### config.mk
export PLATFORM = sky130hd
export DESIGN_NAME = maze_walker
export DESIGN_NICKNAME = d
export VERILOG_FILES = /design/src/rtl/maze_pkg.sv /design/src/rtl/maze_move_check.sv /design/src/rtl/maze_walker.sv
export SDC_FILE = /design/constraint.sdc
export NUM_CORES = 1
export LEC_CHECK = 0
export ABC_AREA = 1
export CAP_MARGIN = 25
export CORE_MARGIN = 2
export CORE_UTILIZATION = 24
export CTS_BUF_LIST = sky130_fd_sc_hd__clkbuf_2 sky130_fd_sc_hd__clkbuf_4 sky130_fd_sc_hd__clkbuf_8
export DETAILED_ROUTE_END_ITERATION = 12
export HOLD_SLACK_MARGIN = 0.15
export PLACE_DENSITY_LB_ADDON = 0.05
export SLEW_MARGIN = 15
export SYNTH_ARGS = -nofsm -noshare
export SYNTH_HDL_FRONTEND = slang
export SYNTH_SLANG_ARGS = --single-unit
### constraint.sdc
create_clock -name clk -period 5.07 [get_ports clk]
set_input_delay 1.2675 -clock clk [delete_from_list [all_inputs] [get_ports clk]]
set_output_delay 1.2675 -clock clk [all_outputs]
set_load 0.1 [all_outputs]
### src/rtl/maze_pkg.sv
// Shared definitions for the maze player-position engine: direction codes and FSM states.
package maze_pkg;

    localparam logic [3:0] DIR_LEFT  = 4'b1000;
    localparam logic [3:0] DIR_UP    = 4'b0100;
    localparam logic [3:0] DIR_RIGHT = 4'b0010;
    localparam logic [3:0] DIR_DOWN  = 4'b0001;
    localparam logic [3:0] DIR_NONE  = 4'b0000;

    typedef enum logic [1:0] {
        IDLE  = 2'd0,
        MOVE  = 2'd1,
        CHECK = 2'd2,
        WIN   = 2'd3
    } state_t;

endpackage

### src/rtl/maze_move_check.sv
// Combinational move evaluator: decodes the direction, checks grid edges first and
// only then looks up the wall bitmap, so an out-of-range cell is never indexed.
module maze_move_check
    import maze_pkg::*;
#(
    parameter int MAP_W = 20,
    parameter int MAP_H = 15,
    localparam int XW = (MAP_W > 1) ? $clog2(MAP_W) : 1,
    localparam int YW = (MAP_H > 1) ? $clog2(MAP_H) : 1,
    localparam int IW = (MAP_W * MAP_H > 1) ? $clog2(MAP_W * MAP_H) : 1
) (
    input  logic [XW-1:0]          px,
    input  logic [YW-1:0]          py,
    input  logic [3:0]             dir,
    input  logic [MAP_W*MAP_H-1:0] map_bits,
    output logic                   valid,
    output logic                   blocked,
    output logic [XW-1:0]          nx,
    output logic [YW-1:0]          ny
);

    logic          edge_hit;
    logic          wall;
    logic [IW-1:0] idx;

    always_comb begin
        valid    = 1'b1;
        edge_hit = 1'b0;
        nx       = px;
        ny       = py;
        case (dir)
            DIR_LEFT: begin
                if (px == '0) edge_hit = 1'b1;
                else          nx = px - 1'b1;
            end
            DIR_RIGHT: begin
                if (px == XW'(MAP_W - 1)) edge_hit = 1'b1;
                else                      nx = px + 1'b1;
            end
            DIR_UP: begin
                if (py == '0) edge_hit = 1'b1;
                else          ny = py - 1'b1;
            end
            DIR_DOWN: begin
                if (py == YW'(MAP_H - 1)) edge_hit = 1'b1;
                else                      ny = py + 1'b1;
            end
            default: valid = 1'b0;
        endcase

        idx  = '0;
        wall = 1'b0;
        if (valid && !edge_hit) begin
            idx  = IW'(int'(ny) * MAP_W + int'(nx));
            wall = map_bits[idx];
        end
        blocked = valid && (edge_hit || wall);
    end

endmodule

### src/rtl/maze_walker.sv
// Player-position engine: steps the player one cell per move tick, refuses moves into
// walls or off-grid, counts successful steps and latches arrival at the exit cell.
module maze_walker
    import maze_pkg::*;
#(
    parameter int MAP_W     = 20,
    parameter int MAP_H     = 15,
    parameter int START_X   = 0,
    parameter int START_Y   = 0,
    parameter int EXIT_X    = 19,
    parameter int EXIT_Y    = 7,
    parameter int STEP_W    = 16,
    parameter int EDGE_MODE = 0,
    localparam int XW = (MAP_W > 1) ? $clog2(MAP_W) : 1,
    localparam int YW = (MAP_H > 1) ? $clog2(MAP_H) : 1
) (
    input  logic                   clk,
    input  logic                   rstn,
    input  logic                   tick,
    input  logic [3:0]             dir,
    input  logic                   restart,
    input  logic [MAP_W*MAP_H-1:0] map_bits,
    output logic [XW-1:0]          px,
    output logic [YW-1:0]          py,
    output logic                   win,
    output logic                   bump,
    output logic [STEP_W-1:0]      steps
);

    state_t              state, state_nx;
    logic [XW-1:0]       px_nx;
    logic [YW-1:0]       py_nx;
    logic [STEP_W-1:0]   steps_nx;
    logic                win_nx;
    logic                bump_nx;
    logic                armed, armed_nx;

    logic                mv_valid;
    logic                mv_blocked;
    logic [XW-1:0]       mv_nx;
    logic [YW-1:0]       mv_ny;
    logic                take;

    maze_move_check #(
        .MAP_W (MAP_W),
        .MAP_H (MAP_H)
    ) u_move_check (
        .px       (px),
        .py       (py),
        .dir      (dir),
        .map_bits (map_bits),
        .valid    (mv_valid),
        .blocked  (mv_blocked),
        .nx       (mv_nx),
        .ny       (mv_ny)
    );

    // In press mode a held direction is evaluated once; an idle tick re-arms it.
    assign take = tick && mv_valid && ((EDGE_MODE == 0) || armed);

    always_ff @(posedge clk or negedge rstn) begin
        if (!rstn) begin
            state <= IDLE;
            px    <= XW'(START_X);
            py    <= YW'(START_Y);
            steps <= '0;
            win   <= 1'b0;
            bump  <= 1'b0;
            armed <= 1'b1;
        end else begin
            state <= state_nx;
            px    <= px_nx;
            py    <= py_nx;
            steps <= steps_nx;
            win   <= win_nx;
            bump  <= bump_nx;
            armed <= armed_nx;
        end
    end

    always_comb begin
        state_nx = state;
        px_nx    = px;
        py_nx    = py;
        steps_nx = steps;
        win_nx   = win;
        bump_nx  = 1'b0;
        armed_nx = armed;

        if (restart) begin
            state_nx = IDLE;
            px_nx    = XW'(START_X);
            py_nx    = YW'(START_Y);
            steps_nx = '0;
            win_nx   = 1'b0;
            armed_nx = 1'b1;
        end else begin
            case (state)
                IDLE, MOVE: begin
                    if (take) begin
                        if (mv_blocked) begin
                            bump_nx = 1'b1;
                        end else begin
                            px_nx    = mv_nx;
                            py_nx    = mv_ny;
                            steps_nx = (steps == '1) ? steps : steps + 1'b1;
                        end
                        armed_nx = 1'b0;
                        state_nx = CHECK;
                    end else if (tick && !mv_valid) begin
                        armed_nx = 1'b1;
                    end
                end
                CHECK: begin
                    if (px == XW'(EXIT_X) && py == YW'(EXIT_Y)) begin
                        state_nx = WIN;
                        win_nx   = 1'b1;
                    end else begin
                        state_nx = MOVE;
                    end
                end
                WIN: begin
                    state_nx = WIN;
                end
                default: state_nx = IDLE;
            endcase
        end
    end

endmodule

**Run 1: met1 routing**

The bar under the picture is 50 um long.
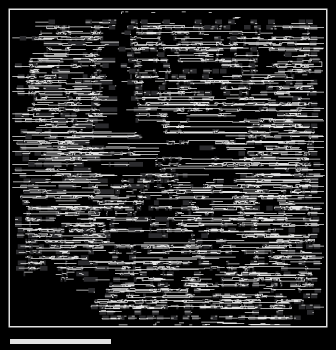
The longest straight run is 62.1 um. The wires run mostly horizontal. The layer carries 12800 um of wire.
met1 Resource Use GR: 29.0%
DR vias: 8005
WL final: 29.7 mm

**Run 1: M2 wires**

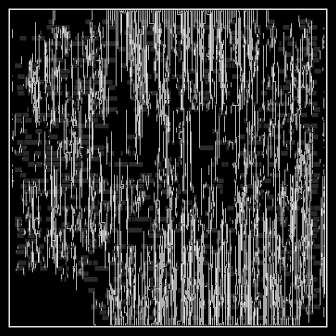
1254 nets have wire on it. The layer holds 50% of the routed length. The wires run mostly vertical. The longest straight run is 58.8 um. The layer carries 14900 um of wire.
grt met2 use: 40.4%

**Run 1: metal 3**

The bar under the picture is 50 um long.
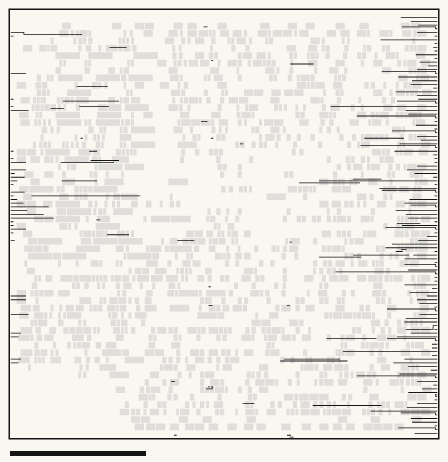
173 nets have wire on it. The longest straight run is 43.0 um. The layer holds 5.5% of the routed length. The wires run mostly horizontal. The layer carries 1640 um of wire.
met3 usage in global routing: 2.41%

## run 1: cells by family (layout without fill, tap and decap cells)
logic type / count (synthesis) / count (layout)
adder cells (fa/ha/maj): 15 / 15
buffers and inverters: 135 / 455
AND/OR/NAND/NOR: 786 / 788
AND-OR/OR-AND: 50 / 50
XOR/XNOR: 11 / 11
flip-flops: 29 / 29
other: 0 / 7
## run 1: power by group through the flow
stage	Clock, mW	Sequential, mW	Combinational [mW]
detailed placement	0	0.271	1.75
global placement	0	0.271	1.76
global route	0.205	0.270	1.93
finish	0.192	0.267	1.75
floorplan	0	0.354	0.931
CTS	0.196	0.267	1.76
## run 1: layer usage
metal  GRT usage [%]  vias to the layer above
li1                -                     4103
met1            29.0                     3659
met2            40.4                      223
met3            2.41                       20
met4            5.37                        0
met5               0                        -
==> flow_summary.ini, run 1 <==
; physical design summary
[critical_path]
worst_ep_arrival_time_ps = 4690
worst_setup_path_endpoint = steps[2]$_DFFE_PN0P_
worst_ep_required_time_ps = 5250
worstSetupPathDepth = 25
reg2reg_slack_ps = 920
crit_buf_inv = 7
timing.critical_path.slowest_stage_cell = sky130_fd_sc_hd__fa_2
path_class = in -> reg
critical_path_peak_fanout = 8
nature_of_the_critical_path_endpoint = flop
crit-reg2reg-capture = steps[2]$_DFFE_PN0P_
cp-start-kind = primary input
critical-path-top-delay-family = simple AND/OR/NAND/NOR gates
ff2ff_path_depth = 26
worstReg2RegStart = py[0]$_DFFE_PN0P_
crit_path_start = dir[2]
crit_path_max_incr_delay_ps = 460

[synthesis]
number_of_synthesized_flops_with_an_enable_pin = 0
synth.top_cell.area_share_pct = 32.1
synth_sequential_area_ratio_pct = 12.9
syn-cell-area_sq_um = 5600
top_logic_kind = simple AND/OR/NAND/NOR gates
ys_top_cells_by_count = 359 x sky130_fd_sc_hd__nand3_1, 346 x sky130_fd_sc_hd__nand2_1, 53 x sky130_fd_sc_hd__inv_1, 38 x sky130_fd_sc_hd__nor2_1, 32 x sky130_fd_sc_hd__buf_2
synth-main-ff-cell = sky130_fd_sc_hd__dfrtp_1
synth_flops = 29
netlist_instances = 1026
post_synth_main_area_contributors = sky130_fd_sc_hd__nand3_1 32%, sky130_fd_sc_hd__nand2_1 23%, sky130_fd_sc_hd__dfrtp_1 13%, sky130_fd_sc_hd__inv_1 3.5%, sky130_fd_sc_hd__ha_1 2.9%
xor_area_share_pct = 1.72
async_flop_share_pct = 100
synth-adder-area-share_pct = 3.62
synthSimpleGateAreaFrac_pct = 63.8
top_cell = sky130_fd_sc_hd__nand3_1
muxShareOfSynthArea_pct = 0
synth_nets = 1349
synth_compound_gate_area_share_pct = 5.65
number_of_library_cell_types_mapped_by_synthesis = 41
ys_cells = 1026
largest_area_cell = sky130_fd_sc_hd__nand3_1
ys_chip_area_sq_um = 5600

[layout]
reg_top3 = steps: 16 flops, px: 5 flops, py: 4 flops
comb_area_sq_um = 4270
clockBufferCount = 6
layout.cells.largest_class = logic gates
ff_count = 29
combAreaFraction_pct = 44.3
stdcell_count = 1668
area.share.sequential_pct = 7.53
post-route-util_pct = 42.3
final-clk-cell-share_pct = 0.896
layout.cells.most_common_list = 357 x sky130_fd_sc_hd__nand3_1, 344 x sky130_fd_sc_hd__nand2_1, 330 x sky130_fd_sc_hd__clkdlybuf4s50_1, 53 x sky130_fd_sc_hd__inv_1, 39 x sky130_fd_sc_hd__buf_4
non_clock_inverter_count = 61
seq_area_sq_um = 726
layout_top_cell_excl_fill_tap = sky130_fd_sc_hd__nand3_1
antenna-diode-count = 7
layout-area-overhead-vs-synth_pct = 71.9
largest-register = steps
n_all_buffers = 386
buffer_area_share_pct = 40.6
num-fill-cells = 2488
final_net_count = 1670
combinational_gates = 864

[power_and_ir_drop]
power.share.clock_pct = 8.7
p_total_mw = 2.21
leakagePower_nw = 4.19
irDropWorstVdd_uv = 172
share_comb_of_total_power_pct = 79.3
p_int_mw = 1.07
power.switching_mw = 1.14

[final_timing]
tightest_slew_margin_relative_to_the_limit_pct = 33.6
finalSetupViolations = 0
timing.final.crit_share_pct = 89.0
timing.hold.ws_ps = 509
finalHoldViolations = 0
setup_total_negative_slack_ps = 0
worst_slack_ps = 556
finalMaxSlewViolations = 0
period_needed_ps = 4510
fin_worst_skew_ps = 3.46
max_clock_freq_mhz = 222
worst_slew_pin_slew_ps = 992

[floorplanning]
die-width_um = 157
dieArea_sq_um = 24600
core_area_sq_um = 22800
std_cell_rows = 55
io_pins = 335
die_y_um = 157
floorplan.initialDensity_pct = 24.6
tapcell.inserted = 313

[place]
gp_congestion = 0.802
port_buffers = 334
dp_hpwl_mm = 22.3
detailed_place.area_sq_um = 9390
place_ws_ps = -59.4
numPlacedInstances = 1648

[clock_network]
clock_sinks = 29
cts.reportedPaths.clkPinSlew_ps = 70
ctsRootBufferMaster = sky130_fd_sc_hd__clkbuf_8
post_cts_resize_count = 0
numCtsBuffers = 5
clk_path_buf_depth = 2
postCtsSetupRepairBufs = 0
clkLatencyLatePin_ps = 280
h_tree_levels = 2

[routing]
violation_tally_from_detailed_route_iteration_zero = 500
final_antenna_net_count = 0
drc = 0
drt_pre_antenna_iters = 5
routed_wl_met2_mm = 14.9
drt-vias-per-instance = 4.80
detail_route.wirelength.met1_mm = 12.8
highest_metal_layer_used_by_the_detailed_router = met4
avgRoutedWirePerCell_um = 17.8

[flow_run]
tool_warnings = 29
max_cap_violations = 0

[grt]
grt_pass1_wl_mm = 43.9
grt_max_degree = 78
gr-total-overflow = 0
grt_antenna_before_repair = 7
grt_resource_usage_total_pct = 22.6
first_global_vias = 7657

[worst_hold_path]
min-delay-start = steps[6]$_DFFE_PN0P_
hp-class = reg -> reg
whs_path_depth = 2
min_to = steps[6]$_DFFE_PN0P_

[status]
run_status = complete, no violations
==> inputs of run 2 (changes only) <==
- CORE_AREA: not set -> 2 2 129 131
- CORE_MARGIN: 2 -> not set
- CORE_UTILIZATION: 24 -> not set
- CTS_BUF_LIST: sky130_fd_sc_hd__clkbuf_2 sky130_fd_sc_hd__clkbuf_4 sky130_fd_sc_hd__clkbuf_8 -> sky130_fd_sc_hd__clkbuf_2
- CTS_CLUSTER_DIAMETER: not set -> 120
- DIE_AREA: not set -> 0 0 131 133
**Run 2: M2 wires**

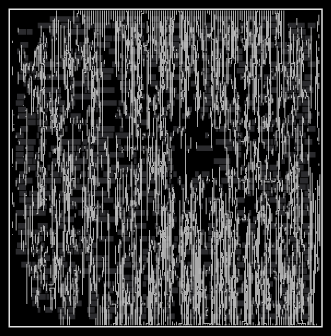
The layer carries 13100 um of wire. The layer holds 49% of the routed length.

**Run 2: metal 3**

The bar under the picture is 50 um long.
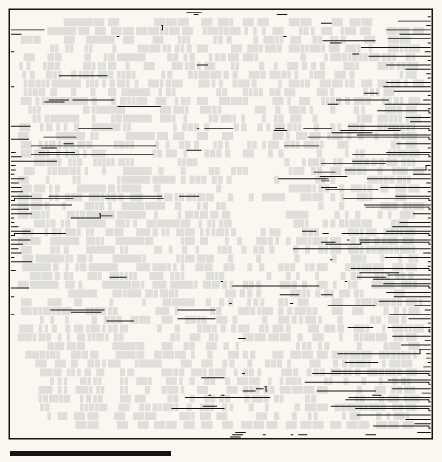
188 nets have wire on it. The wires run mostly horizontal. The layer holds 7.8% of the routed length. The layer carries 2110 um of wire.

==> run 2 against run 1 <==
- critical path depth fell by 2
- register-to-register slack improved by 60 ps
- count of clock-buffer cells in the layout is 1 lower
- global-route usage grew 6.9 points
- via count up 1.3%
- clock skew grew 8.9 ps
- hold slack gained 29 ps
- die size is 29% lower
- first-iteration DRC count grew 15%
- utilization increased by 15 points
- non-clock buffer count shrank 3
- critical path type unchanged
- largest power group unchanged
==> flow_summary.ini, run 2 <==
; physical design summary
[critical_path]
crit_path_start = dir[1]
worstSetupPathDepth = 23
timing.critical_path.slowest_stage_cell = sky130_fd_sc_hd__clkdlybuf4s50_1
critical_path_peak_fanout = 16
reg2reg_slack_ps = 980
crit_path_max_incr_delay_ps = 470
crit-reg2reg-capture = steps[7]$_DFFE_PN0P_
ff2ff_path_depth = 24
path_class = in -> reg
worst_setup_path_endpoint = steps[7]$_DFFE_PN0P_
crit_path_cell_trace = clkdlybuf4s50_1, nor2_2, nand3_1, nor2_1, inv_1, o21ai_0, a21oi_1, inv_1, ha_1, ha_1, inv_1, fa_1, nor2_1, xor2_1, buf_4, buf_4, nand3_1, nand2_1, nand2_2, nand3_4, nand3_4, nand2_1, nand2_1
nature_of_the_critical_path_endpoint = flop
worst_ep_required_time_ps = 5340
critical-path-top-delay-family = simple AND/OR/NAND/NOR gates
crit_buf_inv = 6
cp-start-kind = primary input
worstReg2RegStart = py[0]$_DFFE_PN0P_
worst_ep_arrival_time_ps = 4980

[final_timing]
finalMaxSlewViolations = 0
setup_total_negative_slack_ps = 0
rsz0062_at_grt = false
period_needed_ps = 4720
timing.final.crit_share_pct = 93.1
finalSetupViolations = 0
worst_slew_pin_slew_ps = 988
finalHoldViolations = 0
tightest_slew_margin_relative_to_the_limit_pct = 33.9
worst_slack_ps = 351
timing.hold.ws_ps = 537
max_clock_freq_mhz = 212
fin_worst_skew_ps = 12.4

[clock_network]
h_tree_levels = 2
cts-hold-fix-buffers = 0
postCtsSetupRepairBufs = 0
clock_sinks = 29
clk_path_buf_depth = 2
cts.reportedPaths.clkPinSlew_ps = 150
post_cts_resize_count = 0
clkLatencyLatePin_ps = 370
numCtsBuffers = 5
ctsRootBufferMaster = sky130_fd_sc_hd__clkbuf_2
cts_tree = done

[status]
run_status = complete, no violations

[layout]
finalInstanceArea_sq_um = 9270
clockBufferCount = 5
layout-area-overhead-vs-synth_pct = 65.3
number_of_flip_flops_under_the_largest_register_name = 16
layout_top_cell_excl_fill_tap = sky130_fd_sc_hd__nand3_1
n_all_buffers = 383
post-route-util_pct = 57.3
comb_area_sq_um = 4200
seq_area_sq_um = 726
non_clock_inverter_count = 61
final-clk-cell-share_pct = 0.405
combinational_gates = 862
stdcell_count = 1565
layout-drive-gt1-share_pct = 6.55
ff_count = 29
layout.cells.most_common_list = 359 x sky130_fd_sc_hd__nand3_1, 345 x sky130_fd_sc_hd__nand2_1, 334 x sky130_fd_sc_hd__clkdlybuf4s50_1, 53 x sky130_fd_sc_hd__inv_1, 42 x sky130_fd_sc_hd__buf_4
layout.cells.largest_class = logic gates
reg_top3 = steps: 16 flops, px: 5 flops, py: 4 flops
antenna-diode-count = 2
buffer_area_share_pct = 40.9
num-fill-cells = 1674
largest-register = steps
combAreaFraction_pct = 45.3
final_net_count = 1665
area.share.sequential_pct = 7.83

[grt]
grt_pass1_wl_mm = 40.9
gr-usage-met1_pct = 37.2
gr_busiest_metal = met2
grt_antenna_before_repair = 2
first_global_vias = 7641
met2_usage_pct = 51.4
gr-total-overflow = 0
global_route.usage.met3_pct = 4.85
grt_resource_usage_total_pct = 29.5
grt_max_degree = 77

[place]
numPlacedInstances = 1553
detailed_place.area_sq_um = 9200
port_buffers = 334
place_ws_ps = -65.6
gp_congestion = 0.914
dp_hpwl_mm = 20.9

[floorplanning]
std_cell_rows = 47
floorplan.initialDensity_pct = 34.7
die-width_um = 131
io_pins = 335
dieArea_sq_um = 17400
tapcell.inserted = 220
core_area_sq_um = 16200
die_y_um = 133

[synthesis]
synth_nets = 1349
syn-cell-area_sq_um = 5600
ys_top_cells_by_count = 359 x sky130_fd_sc_hd__nand3_1, 346 x sky130_fd_sc_hd__nand2_1, 53 x sky130_fd_sc_hd__inv_1, 38 x sky130_fd_sc_hd__nor2_1, 32 x sky130_fd_sc_hd__buf_2
top_logic_kind = simple AND/OR/NAND/NOR gates
synth_compound_gate_area_share_pct = 5.65
muxShareOfSynthArea_pct = 0
ys_chip_area_sq_um = 5600
ys_cells = 1026
largest_area_cell = sky130_fd_sc_hd__nand3_1
synth.top_cell.area_share_pct = 32.1
syn-mean-instance-area_sq_um = 5.46
number_of_synthesized_flops_with_an_enable_pin = 0
yosys_warnings = 0
top_cell = sky130_fd_sc_hd__nand3_1
synth-adder-area-share_pct = 3.62
xor_area_share_pct = 1.72
synth-main-ff-cell = sky130_fd_sc_hd__dfrtp_1
synth_sequential_area_ratio_pct = 12.9
synthSimpleGateAreaFrac_pct = 63.8
synth_flops = 29
netlist_instances = 1026
post_synth_main_area_contributors = sky130_fd_sc_hd__nand3_1 32%, sky130_fd_sc_hd__nand2_1 23%, sky130_fd_sc_hd__dfrtp_1 13%, sky130_fd_sc_hd__inv_1 3.5%, sky130_fd_sc_hd__ha_1 2.9%
number_of_library_cell_types_mapped_by_synthesis = 41
async_flop_share_pct = 100

[routing]
drt_pre_antenna_iters = 5
vias = 8108
highest_metal_layer_used_by_the_detailed_router = met4
violation_tally_from_detailed_route_iteration_zero = 577
avgRoutedWirePerCell_um = 17.2
routed_wl_met2_mm = 13.1
drc = 0
drt-vias-per-instance = 5.18
detailroute.wirelength.met3_mm = 2.11
totalWireLength_mm = 26.9
detail_route.wirelength.met1_mm = 11.0
final_antenna_net_count = 0

[worst_hold_path]
min_to = steps[6]$_DFFE_PN0P_
hp-class = reg -> reg
min-delay-start = steps[6]$_DFFE_PN0P_
whs_path_depth = 2

[flow_run]
max_cap_violations = 0
tool_warnings = 29

[power_and_ir_drop]
irDropWorstVdd_uv = 292
powerDensity_nw_per_um2 = 220
leakagePower_nw = 4.07
p_total_mw = 2.04
run 2: cell count changes in the layout (fill, tap and decap cells not counted), moves of 3 or more:
cell	previous run	this run
sky130_fd_sc_hd__clkbuf_2	0	5
sky130_fd_sc_hd__nand3_2	5	2
sky130_fd_sc_hd__buf_4	39	42
sky130_fd_sc_hd__diode_2	7	2
sky130_fd_sc_hd__nor2_1	34	38
sky130_fd_sc_hd__nor2_2	6	2
sky130_fd_sc_hd__clkdlybuf4s50_1	330	334
sky130_fd_sc_hd__clkbuf_8	5	0
sky130_fd_sc_hd__dlymetal6s2s_1	4	0
sky130_fd_sc_hd__buf_12	12	6
run 2: power by group:
part	leakage (nW)	switching, mW	internal (mW)
clock	0.0278	0.0838	0.0301
sequential	0.401	0.0242	0.244
combinational	3.64	0.980	0.680
total	4.07	1.09	0.954
No activity file was given, so power comes from the tool's default toggle rates.
